File: config.mk
export PLATFORM = sky130hd
export DESIGN_NAME = detector_jogada_flat
export DESIGN_NICKNAME = d
export VERILOG_FILES = /design/src/rtl/detector_jogada_pkg.sv /design/src/rtl/detector_jogada_if.sv /design/src/rtl/detector_jogada_sincronizador_2ff.sv /design/src/rtl/detector_jogada.sv /design/src/flat_wrapper.sv
export SDC_FILE = /design/constraint.sdc
export NUM_CORES = 1
export LEC_CHECK = 0
export CORE_UTILIZATION = 38
export CTS_CLUSTER_SIZE = 40
export DETAILED_ROUTE_END_ITERATION = 16
export SETUP_SLACK_MARGIN = 0.2
export SLEW_MARGIN = 10
export SYNTH_ARGS = -nofsm -noshare
export SYNTH_HDL_FRONTEND = slang
export SYNTH_SLANG_ARGS = --single-unit
File: constraint.sdc
create_clock -name clock -period 5 [get_ports clock]
set_input_delay 1.5 -clock clock [delete_from_list [all_inputs] [get_ports clock]]
set_output_delay 1.5 -clock clock [all_outputs]
set_load 0.02 [all_outputs]
File: src/rtl/detector_jogada_pkg.sv
// Shared definitions for the move detector: FSM state codes, default debounce
// length, one-hot move codes and small bit-counting helpers.
package detector_jogada_pkg;

   typedef enum logic [2:0] {
      OCIOSO      = 3'd0,
      FILTRA      = 3'd1,
      PRESSIONADO = 3'd2,
      SOLTA       = 3'd3,
      EMITE       = 3'd4
   } estado_t;

   localparam int DEBOUNCE_CYCLES_PADRAO = 20;

   localparam logic [3:0] JOGADA_NENHUMA = 4'b0000;
   localparam logic [3:0] JOGADA_0       = 4'b0001;
   localparam logic [3:0] JOGADA_1       = 4'b0010;
   localparam logic [3:0] JOGADA_2       = 4'b0100;
   localparam logic [3:0] JOGADA_3       = 4'b1000;

   function automatic logic eh_one_hot(input logic [3:0] v);
      return (v != 4'b0000) && ((v & (v - 4'b0001)) == 4'b0000);
   endfunction

   function automatic logic [2:0] conta_bits(input logic [3:0] v);
      return 3'(v[0]) + 3'(v[1]) + 3'(v[2]) + 3'(v[3]);
   endfunction

endpackage

File: src/rtl/detector_jogada_if.sv
// Control-unit <-> move-detector signal bundle. With DETECTOR_JOGADA_ERRO_EN
// defined the bundle also carries the erro_jogada pulse.
interface detector_jogada_if;

   logic       limpa;
   logic       enable;
   logic [3:0] botoes;
   logic [3:0] jogada;
   logic       tem_jogada;
   logic       botao_ativo;
   logic [2:0] db_estado;
`ifdef DETECTOR_JOGADA_ERRO_EN
   logic       erro_jogada;

   modport master (
      output limpa, enable, botoes,
      input  jogada, tem_jogada, botao_ativo, db_estado, erro_jogada
   );
   modport slave (
      input  limpa, enable, botoes,
      output jogada, tem_jogada, botao_ativo, db_estado, erro_jogada
   );
`else
   modport master (
      output limpa, enable, botoes,
      input  jogada, tem_jogada, botao_ativo, db_estado
   );
   modport slave (
      input  limpa, enable, botoes,
      output jogada, tem_jogada, botao_ativo, db_estado
   );
`endif

endinterface

File: src/rtl/detector_jogada_sincronizador_2ff.sv
// Two-flop synchronizer for asynchronous level inputs; q lags d by two clocks.
module sincronizador_2ff #(
   parameter int WIDTH = 4
) (
   input  logic             clock,
   input  logic             reset,
   input  logic [WIDTH-1:0] d,
   output logic [WIDTH-1:0] q
);

   logic [WIDTH-1:0] estagio1_r;
   logic [WIDTH-1:0] estagio2_r;

   // Two metastability-settling stages
   always_ff @(posedge clock or posedge reset) begin
      if (reset) begin
         estagio1_r <= {WIDTH{1'b0}};
         estagio2_r <= {WIDTH{1'b0}};
      end else begin
         estagio1_r <= d;
         estagio2_r <= estagio1_r;
      end
   end

   assign q = estagio2_r;

endmodule

File: src/rtl/detector_jogada.sv
// Debounced single-button move detector: one registered one-hot jogada plus a
// one-cycle tem_jogada per accepted press/release. Option: DETECTOR_JOGADA_ERRO_EN.
module detector_jogada
   import detector_jogada_pkg::*;
#(
   parameter int DEBOUNCE_CYCLES = DEBOUNCE_CYCLES_PADRAO,
   parameter int CNT_W           = 8
) (
   input  logic               clock,
   input  logic               reset,
   detector_jogada_if.slave   bus
);

   localparam logic [CNT_W-1:0] CNT_FIM = CNT_W'(DEBOUNCE_CYCLES - 1);
   localparam logic [CNT_W-1:0] CNT_UM  = CNT_W'(1);

   logic [3:0]       botoes_s;
   estado_t          estado_r, estado_prox_s;
   logic [CNT_W-1:0] contador_r, contador_prox_s;
   logic [3:0]       candidato_r, candidato_prox_s;
   logic [3:0]       jogada_r, jogada_prox_s;
   logic             tem_jogada_r;
   logic             botao_ativo_r;

   sincronizador_2ff #(.WIDTH(4)) u_sincronizador (
      .clock (clock),
      .reset (reset),
      .d     (bus.botoes),
      .q     (botoes_s)
   );

   // Next-state, counter, candidate and move selection; limpa overrides the FSM
   always_comb begin
      estado_prox_s    = estado_r;
      contador_prox_s  = contador_r;
      candidato_prox_s = candidato_r;
      jogada_prox_s    = jogada_r;

      case (estado_r)
         OCIOSO: begin
            if (bus.enable && eh_one_hot(botoes_s)) begin
               candidato_prox_s = botoes_s;
               contador_prox_s  = {CNT_W{1'b0}};
               estado_prox_s    = FILTRA;
            end else begin
               estado_prox_s = OCIOSO;
            end
         end
         FILTRA: begin
            if ((botoes_s != candidato_r) || !bus.enable) begin
               estado_prox_s = OCIOSO;
            end else if (contador_r == CNT_FIM) begin
               estado_prox_s = PRESSIONADO;
            end else begin
               contador_prox_s = contador_r + CNT_UM;
            end
         end
         PRESSIONADO: begin
            // Once accepted, extra buttons and enable no longer matter
            if (botoes_s == 4'b0000) begin
               contador_prox_s = {CNT_W{1'b0}};
               estado_prox_s   = SOLTA;
            end else begin
               estado_prox_s = PRESSIONADO;
            end
         end
         SOLTA: begin
            if (botoes_s != 4'b0000) begin
               estado_prox_s = PRESSIONADO;
            end else if (contador_r == CNT_FIM) begin
               jogada_prox_s = candidato_r;
               estado_prox_s = EMITE;
            end else begin
               contador_prox_s = contador_r + CNT_UM;
            end
         end
         EMITE: begin
            estado_prox_s = OCIOSO;
         end
         default: begin
            estado_prox_s = OCIOSO;
         end
      endcase

      if (bus.limpa) begin
         estado_prox_s   = OCIOSO;
         contador_prox_s = {CNT_W{1'b0}};
         jogada_prox_s   = JOGADA_NENHUMA;
      end else begin
         estado_prox_s = estado_prox_s;
      end
   end

   // State registers; Moore outputs registered from the next state so they
   // line up exactly with the state they decode
   always_ff @(posedge clock or posedge reset) begin
      if (reset) begin
         estado_r      <= OCIOSO;
         contador_r    <= {CNT_W{1'b0}};
         candidato_r   <= JOGADA_NENHUMA;
         jogada_r      <= JOGADA_NENHUMA;
         tem_jogada_r  <= 1'b0;
         botao_ativo_r <= 1'b0;
      end else begin
         estado_r      <= estado_prox_s;
         contador_r    <= contador_prox_s;
         candidato_r   <= candidato_prox_s;
         jogada_r      <= jogada_prox_s;
         tem_jogada_r  <= (estado_prox_s == EMITE);
         botao_ativo_r <= (estado_prox_s == PRESSIONADO) || (estado_prox_s == SOLTA);
      end
   end

   assign bus.jogada      = jogada_r;
   assign bus.tem_jogada  = tem_jogada_r;
   assign bus.botao_ativo = botao_ativo_r;
   assign bus.db_estado   = estado_r;

`ifdef DETECTOR_JOGADA_ERRO_EN
   logic cond_erro_s;
   logic erro_r;
   logic multi_retido_r;

   // Multi-press detection: idle multi-hot, or a foreign button while held
   always_comb begin
      cond_erro_s = 1'b0;
      if ((estado_r == OCIOSO) && bus.enable) begin
         cond_erro_s = (conta_bits(botoes_s) >= 3'd2);
      end else if (estado_r == PRESSIONADO) begin
         cond_erro_s = ((botoes_s & ~candidato_r) != 4'b0000);
      end else begin
         cond_erro_s = 1'b0;
      end
   end

   // One pulse per continuous multi-press; the hold flag clears on full release
   always_ff @(posedge clock or posedge reset) begin
      if (reset) begin
         erro_r         <= 1'b0;
         multi_retido_r <= 1'b0;
      end else begin
         erro_r <= cond_erro_s && !multi_retido_r && !bus.limpa;
         if (botoes_s == 4'b0000) begin
            multi_retido_r <= 1'b0;
         end else if (cond_erro_s) begin
            multi_retido_r <= 1'b1;
         end else begin
            multi_retido_r <= multi_retido_r;
         end
      end
   end

   assign bus.erro_jogada = erro_r;
`endif

endmodule

File: src/flat_wrapper.sv
// flat-port wrapper written by rule: the top's interface ports become plain ports
module detector_jogada_flat import detector_jogada_pkg::*;
#(
   parameter int DEBOUNCE_CYCLES = DEBOUNCE_CYCLES_PADRAO,
   parameter int CNT_W           = 8
)
  (clock, reset, bus_limpa, bus_enable, bus_botoes, bus_jogada, bus_tem_jogada, bus_botao_ativo, bus_db_estado);
  detector_jogada_if bus_i ();
  input  logic clock;
  input  logic reset;
  input wire logic [$bits(bus_i.limpa)-1:0] bus_limpa;
  input wire logic [$bits(bus_i.enable)-1:0] bus_enable;
  input wire logic [$bits(bus_i.botoes)-1:0] bus_botoes;
  output wire logic [$bits(bus_i.jogada)-1:0] bus_jogada;
  output wire logic [$bits(bus_i.tem_jogada)-1:0] bus_tem_jogada;
  output wire logic [$bits(bus_i.botao_ativo)-1:0] bus_botao_ativo;
  output wire logic [$bits(bus_i.db_estado)-1:0] bus_db_estado;
  assign bus_i.limpa = bus_limpa;
  assign bus_i.enable = bus_enable;
  assign bus_i.botoes = bus_botoes;
  assign bus_jogada = bus_i.jogada;
  assign bus_tem_jogada = bus_i.tem_jogada;
  assign bus_botao_ativo = bus_i.botao_ativo;
  assign bus_db_estado = bus_i.db_estado;
  detector_jogada #(.DEBOUNCE_CYCLES(DEBOUNCE_CYCLES), .CNT_W(CNT_W)) u_core (.clock(clock), .reset(reset), .bus(bus_i));
endmodule
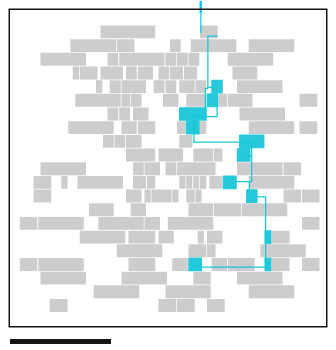
Figure 1: run 1, port wiring.
Bar = 20 um.
bus_limpa: marked cyan, bits 1, direction input, end cells 13, buffers 1, wire 102 um.
Port Buffers: 16
I/O Pins: 17

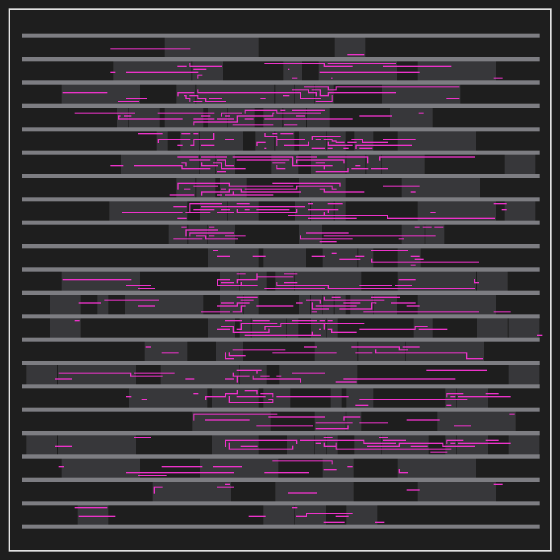
Figure 2: run 1, met1 routing.
Supply wires on this layer in grey. Cells faint in the background.
The layer carries 1150 um of wire. The wires run mostly horizontal. 128 nets have wire on it. The layer holds 46% of the routed length.

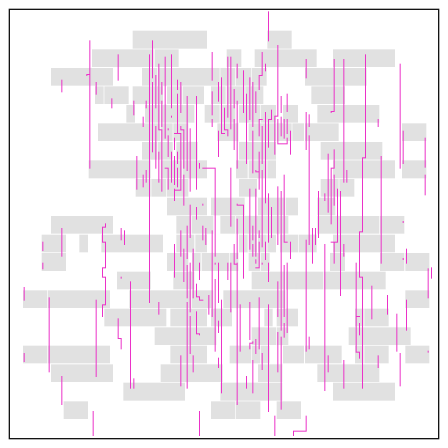
Figure 3: run 1, metal 2.
Cells faint in the background.
The layer carries 1230 um of wire. The wires run mostly vertical. The longest straight run is 36.4 um.
Via Count: 990
drt total wl: 2510 um

==> metrics.yaml, run 1 <==
global_routing:
  antenna_found_initial: 0
  grt_pass1_wl_um: 4400
  first_global_vias: 970
  grt_usage_pct: 14.6
  grt_max_degree: 30
  grt_overflow: 0
synthesis:
  ys_cells: 119
  top_area_cell: "dfrtp_1"
  fp_nets: 128
  mux_area_share_pct: 8.54
  edf_count: 0
  top_cells_by_area: "dfrtp_1, mux2i_1, mux2_4"
  synth-main-ff-cell: "dfrtp_1"
  yosys_area_sq_um: 1410
  ys.flops: 29
  ys_types: 36
  syn-instance-count: 119
  yosys.area_share.xor_xnor_pct: 3.11
  yosys_warnings: 0
  yosys.area_share.simple_pct: 17.0
  ys_seq_share_pct: 51.6
  synth.cellmix.compoundShare_pct: 14.9
  synth_adder_area_share_pct: 0.890
  top_cell_area_share_pct: 51.6
  topCombFamilyByArea: "simple AND/OR/NAND/NOR gates"
  synth-async-reset-ratio_pct: 100
cells_and_area:
  nNonClkInverters: 4
  clk_share_pct: 6.81
  finalNetCount: 146
  dominant_cells: "registers"
  area_delta_synth_final_pct: 21.4
  comb_cells: 80
  nFillCells: 306
  drive_above_1_share_pct: 12.3
  comb_share_pct: 36.6
  insertedDiodeCount: 0
  seq_area_share_pct: 42.5
  ff_latch_area_sq_um: 726
  buffer_area_share_pct: 9.82
  comb_area_sq_um: 626
  seq_cell_count: 29
  buffers: 17
  n_clock_buffer: 7
cts:
  postCtsHoldBufs: 0
  cts_tree: "yes"
  clk_pin_slew_worst_paths_ns: 0.06
  cts_buffers: 5
  root_buffer: "clkbuf_8"
  cts_setup_buffers: 0
  cts.repair.resized: 0
  cts.path.max_buffers: 2
  cts.htree.levels: 2
  cts.sinks: 29
  clock_latency_ns: 0.27
pwr:
  p_int_mw: 0.443
  p_leak_nw: 0.699
  sw_frac_of_total_pct: 21.3
  power_density_nw_per_um2: 329
  vdd_ir_drop_max_uv: 173
  clkPwrFrac_pct: 43.3
  seqPwrFrac_pct: 46.5
  maxPowerGroup: "registers"
  switching_power_mw: 0.120
  finalPower_mw: 0.562
  clk-power_mw: 0.243
  p_comb_share_pct: 10.3
  comb-power_mw: 0.0577
final_timing:
  tightestPinTransition_ns: 1.07
  clock.fmax_ghz: 0.300
  slew_headroom_pct: 28.8
  setup_tns_ns: 0
  hold_viol_final: 0
  period_used_pct: 66.6
  fin_skew_ns: 0.00532
  fin_ws_ns: 1.67
  rsz0062_at_grt: "false"
  slew_violations: 0
  setup_violations: 0
outcome:
  run_status: "finished, final reports clean"
job:
  tool_warnings: 26
  drv_cap: 0
critical_path:
  r2r_cells: 5
  path_buffers: 2
  worstSetupPathType: "in -> reg"
  r2r_start: "u_core.contador_r[0]$_DFFE_PP0P_"
  critical_path.max_stage_delay_ns: 0.76
  worstPathRequired_ns: 5.19
  path_max_fanout: 13
  crit_cells: 7
  crit_path_cell_trace: "clkdlybuf4s50_1, nor3b_1, buf_4, a311o_1, a21oi_4, a21o_4, mux2i_1"
  crit_path_end_kind: "flip-flop"
  critPathLaunch: "bus_limpa"
  reg2reg_slack_ns: 2.92
  critPathArrivalTime_ns: 3.52
  critPathLaunchType: "input pin"
  critPathTopFamily: "buffers and inverters"
  cp-endpoint: "u_core.contador_r[1]$_DFFE_PP0P_"
place:
  dp_hpwl_um: 1740
  place_ws_ns: 1.39
  gp_congestion: 0.833
drt:
  avgViaCountPerCell: 5.38
  drt_iter0_drc: 44
  detail_route.wl_per_cell_um: 13.6
  drt_first_pass_iters: 4
  drc: 0
  ant_nets: 0
die:
  die_x_um: 62.8
  rows: 21
  nWellTaps: 46
  die_area_sq_um: 3950
  fp.coreArea_sq_um: 3440
  die_h_um: 62.8
  initial_core_util_pct: 40.9
min_path:
  hold_start: "u_core.u_sincronizador.estagio1_r[3]$_DFF_PP0_"
  min_to: "u_core.u_sincronizador.q[3]$_DFF_PP0_"
  whs_path_depth: 0
  hp-class: "reg -> reg"
-- run 1: cells in the final DEF (no fill, tap or decap), drive strengths merged, types with 2 or more instances in the layout --
master / instances
nor4b: 3
mux2: 4
mux2i: 6
o21ai: 2
nor2b: 2
nand2b: 6
a41oi: 5
a31oi: 6
and3: 5
clkbuf: 7
dfrtp: 29
nand2: 5
inv: 4
nor3b: 2
a211oi: 4
nor2: 6
nand3: 4
xnor2: 4
clkdlybuf4s50: 16
-- run 1: routing by layer --
metal	vias up	share of wire, %	global-route usage [%]
met4	0	1.2	6.10
li1	478	-	-
met3	4	3.9	5.47
met1	485	46	17.6
met2	23	49	23.2
met5	-	0	0
-- run 1: through the flow --
stage	utilization (%)	hold WS (ns)	cell area, sq um	instances
floorplan	-	0.331	1410	119
global placement	46.2	0.333	1590	176
CTS	49.6	0.350	1710	184
detailed placement	46.2	0.336	1590	176
global route	49.6	0.361	1710	184
finish	49.6	0.351	1710	184
-- run 1: registers in the layout, indices dropped and copies added, names as in the netlist --
register                           flops
u_core.contador_r                      8
u_core.bus.jogada                      4
u_core.candidato_r                     4
u_core.u_sincronizador.estagio1_r      4
u_core.u_sincronizador.q               4
u_core.bus.db_estado                   3
u_core.bus.botao_ativo                 1
u_core.bus.tem_jogada                  1
-- run 1: Yosys cell counts, drive strengths merged (2+ instances only) --
cell    instances
nand2b          6
nor2            6
buf             4
mux2            4
mux2i           6
nand3           4
and3            5
dfrtp          29
inv             4
clkbuf          2
a31oi           6
o21ai           2
a41oi           5
nand2           5
nor2b           2
a211oi          4
nor4b           3
nor3b           2
xnor2           4
--- run 2 (diff from run 1) ---
==> constraint.sdc (replaced) <==
create_clock -name clock -period 3.2 [get_ports clock]
set_input_delay 0.96 -clock clock [delete_from_list [all_inputs] [get_ports clock]]
set_output_delay 0.96 -clock clock [all_outputs]
set_load 0.02 [all_outputs]
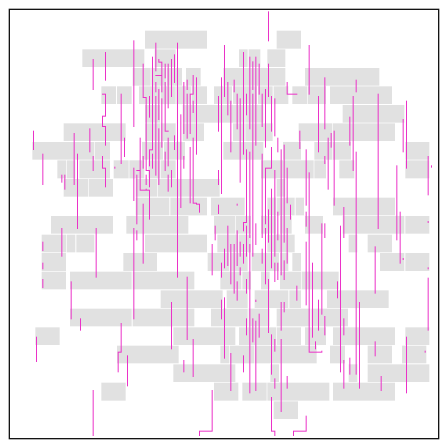
Figure 4: run 2, metal 2.
Cells faint in the background.
The longest straight run is 34.3 um. The wires run mostly vertical. 125 nets have wire on it. The layer carries 1230 um of wire. The layer holds 49% of the routed length.

==> run 2 against run 1 <==
  * Power increased by 59%
  * Largest power group unchanged
  * Combinational power grew about 60%
  * Largest cell class unchanged
  * Clock-buffer cell count is 1 lower
==> metrics.yaml, run 2 <==
drt:
  ant_nets: 0
  drc: 0
  detail_route.wl_per_cell_um: 13.6
critical_path:
  path_max_fanout: 10
  crit_path_cell_trace: "clkdlybuf4s50_1"
  worstSetupPathType: "reg -> out"
  worstPathRequired_ns: 2.24
  path_buffers: 1
  critical_path.max_stage_delay_ns: 0.67
  critPathArrivalTime_ns: 1.51
  critPathLaunchType: "flip-flop"
  critPathTopFamily: "buffers and inverters"
synthesis:
  synth.cellmix.compoundShare_pct: 14.9
  top_cell_area_share_pct: 51.6
  most_common_cell: "dfrtp_1"
  ys_seq_share_pct: 51.6
  mux_area_share_pct: 8.54
  synth_adder_area_share_pct: 0.890
  yosys_area_sq_um: 1410
  top_area_cell: "dfrtp_1"
  yosys.area_share.xor_xnor_pct: 3.11
  ys.flops: 29
min_path:
  hold_start: "u_core.u_sincronizador.estagio1_r[3]$_DFF_PP0_"
  whs_path_depth: 0
  hp-class: "reg -> reg"
  min_to: "u_core.u_sincronizador.q[3]$_DFF_PP0_"
pwr:
  power_density_nw_per_um2: 518
  vdd_ir_drop_max_uv: 245
  p_leak_nw: 0.708
  finalPower_mw: 0.895
cts:
  cts.htree.levels: 2
  cts_buffers: 5
  cts.repair.resized: 0
  cts_tree: "yes"
  root_buffer: "clkbuf_8"
  cts_setup_buffers: 0
  clock_latency_ns: 0.28
  clk_pin_slew_worst_paths_ns: 0.06
  postCtsHoldBufs: 0
die:
  die_h_um: 62.8
  rows: 21
  die_x_um: 62.8
cells_and_area:
  post-route-util_pct: 50.2
  insertedDiodeCount: 0
  largest_reg_flops: 8
  nFillCells: 311
  layoutNonFillerInstCount: 186
  fin_area_sq_um: 1730
  final_common_cell: "dfrtp_1"
  area_delta_synth_final_pct: 22.8
  largest_register: "u_core.contador_r"
  lay_top_cells: "dfrtp_1, clkdlybuf4s50_1"
final_timing:
  slew_headroom_pct: 64.8
  hold_viol_final: 0
  rsz0062_at_grt: "false"
  setup_tns_ns: 0
  fin_skew_ns: 0.00554
  slew_violations: 0
  period_used_pct: 77.2
  fin_ws_ns: 0.730
job:
  tool_warnings: 26
  drv_cap: 0
place:
  place_ws_ns: 0.619
  post_dp_cell_area_sq_um: 1610
  dp_hpwl_um: 1810
global_routing:
  grt_pass1_wl_um: 4420
  grt_usage_pct: 14.8
  antenna_found_initial: 0
  grt_max_degree: 30
outcome:
  run_status: "finished, final reports clean"
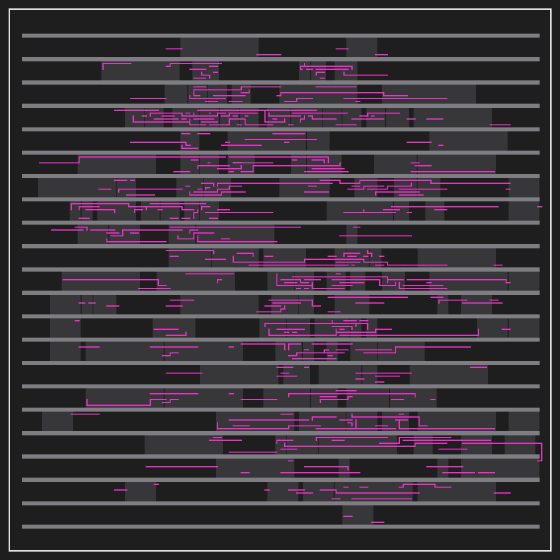
Figure 5: run 2, met1 routing.
Supply wires on this layer in grey. Cells faint in the background.
130 nets have wire on it. The layer holds 46% of the routed length. The layer carries 1170 um of wire. The wires run mostly horizontal.
M1 GR Usage: 17.9%
drt total wl: 2540 um
Via Count: 986

-- run 2: worst max-delay path by stage --
stage | endpoint | slack (ns) | cells after the start | from
finish | bus_db_estado[2] | 0.73 | 1 | u_core.bus.db_estado[2]$_DFF_PP0_
global route | bus_db_estado[2] | 0.67 | 1 | u_core.bus.db_estado[2]$_DFF_PP0_
floorplan | u_core.contador_r[1]$_DFFE_PP0P_ | 1.11 | 5 | bus_limpa
detailed placement | u_core.contador_r[1]$_DFFE_PP0P_ | 0.62 | 6 | bus_limpa
CTS | bus_db_estado[2] | 0.71 | 1 | u_core.bus.db_estado[2]$_DFF_PP0_
global placement | u_core.contador_r[1]$_DFFE_PP0P_ | 0.69 | 6 | bus_limpa
-- run 2: logic make-up (layout without fill, tap and decap cells) --
kind of cell | Yosys count | count (layout)
flip-flops | 29 | 29
buffers and inverters | 10 | 31
AND/OR/NAND/NOR | 39 | 39
multiplexers | 10 | 10
AND-OR/OR-AND | 25 | 25
XOR/XNOR | 5 | 5
adder cells (fa/ha/maj) | 1 | 1
-- run 2: layout make-up --
cell class              instances  area (sq um)  area share (%)
clock buffers                   6          82.6            4.78
clock inverters                 2          37.5            2.17
inverters                       4          15.0           0.870
multi-input cells              80           626            36.2
flip-flops and latches         29           726            42.0
well taps                      46          57.6            3.33
repair buffers                 19           183            10.6
-- run 2: metal layers --
metal	vias up	GRT usage, %	part of all wire [%]
met5	-	0	0
met4	0	8.14	1.7
met3	5	4.38	3.7
li1	484	-	-
met2	22	23.5	49
met1	475	17.9	46
-- run 2: where the power goes --
group          total, mW  internal, mW  switching [mW]
Sequential         0.408         0.387          0.0203
Combinational     0.0923        0.0524          0.0399
Clock              0.395         0.253           0.142
Power figures rest on the tool's default switching activity, not on a simulated workload.
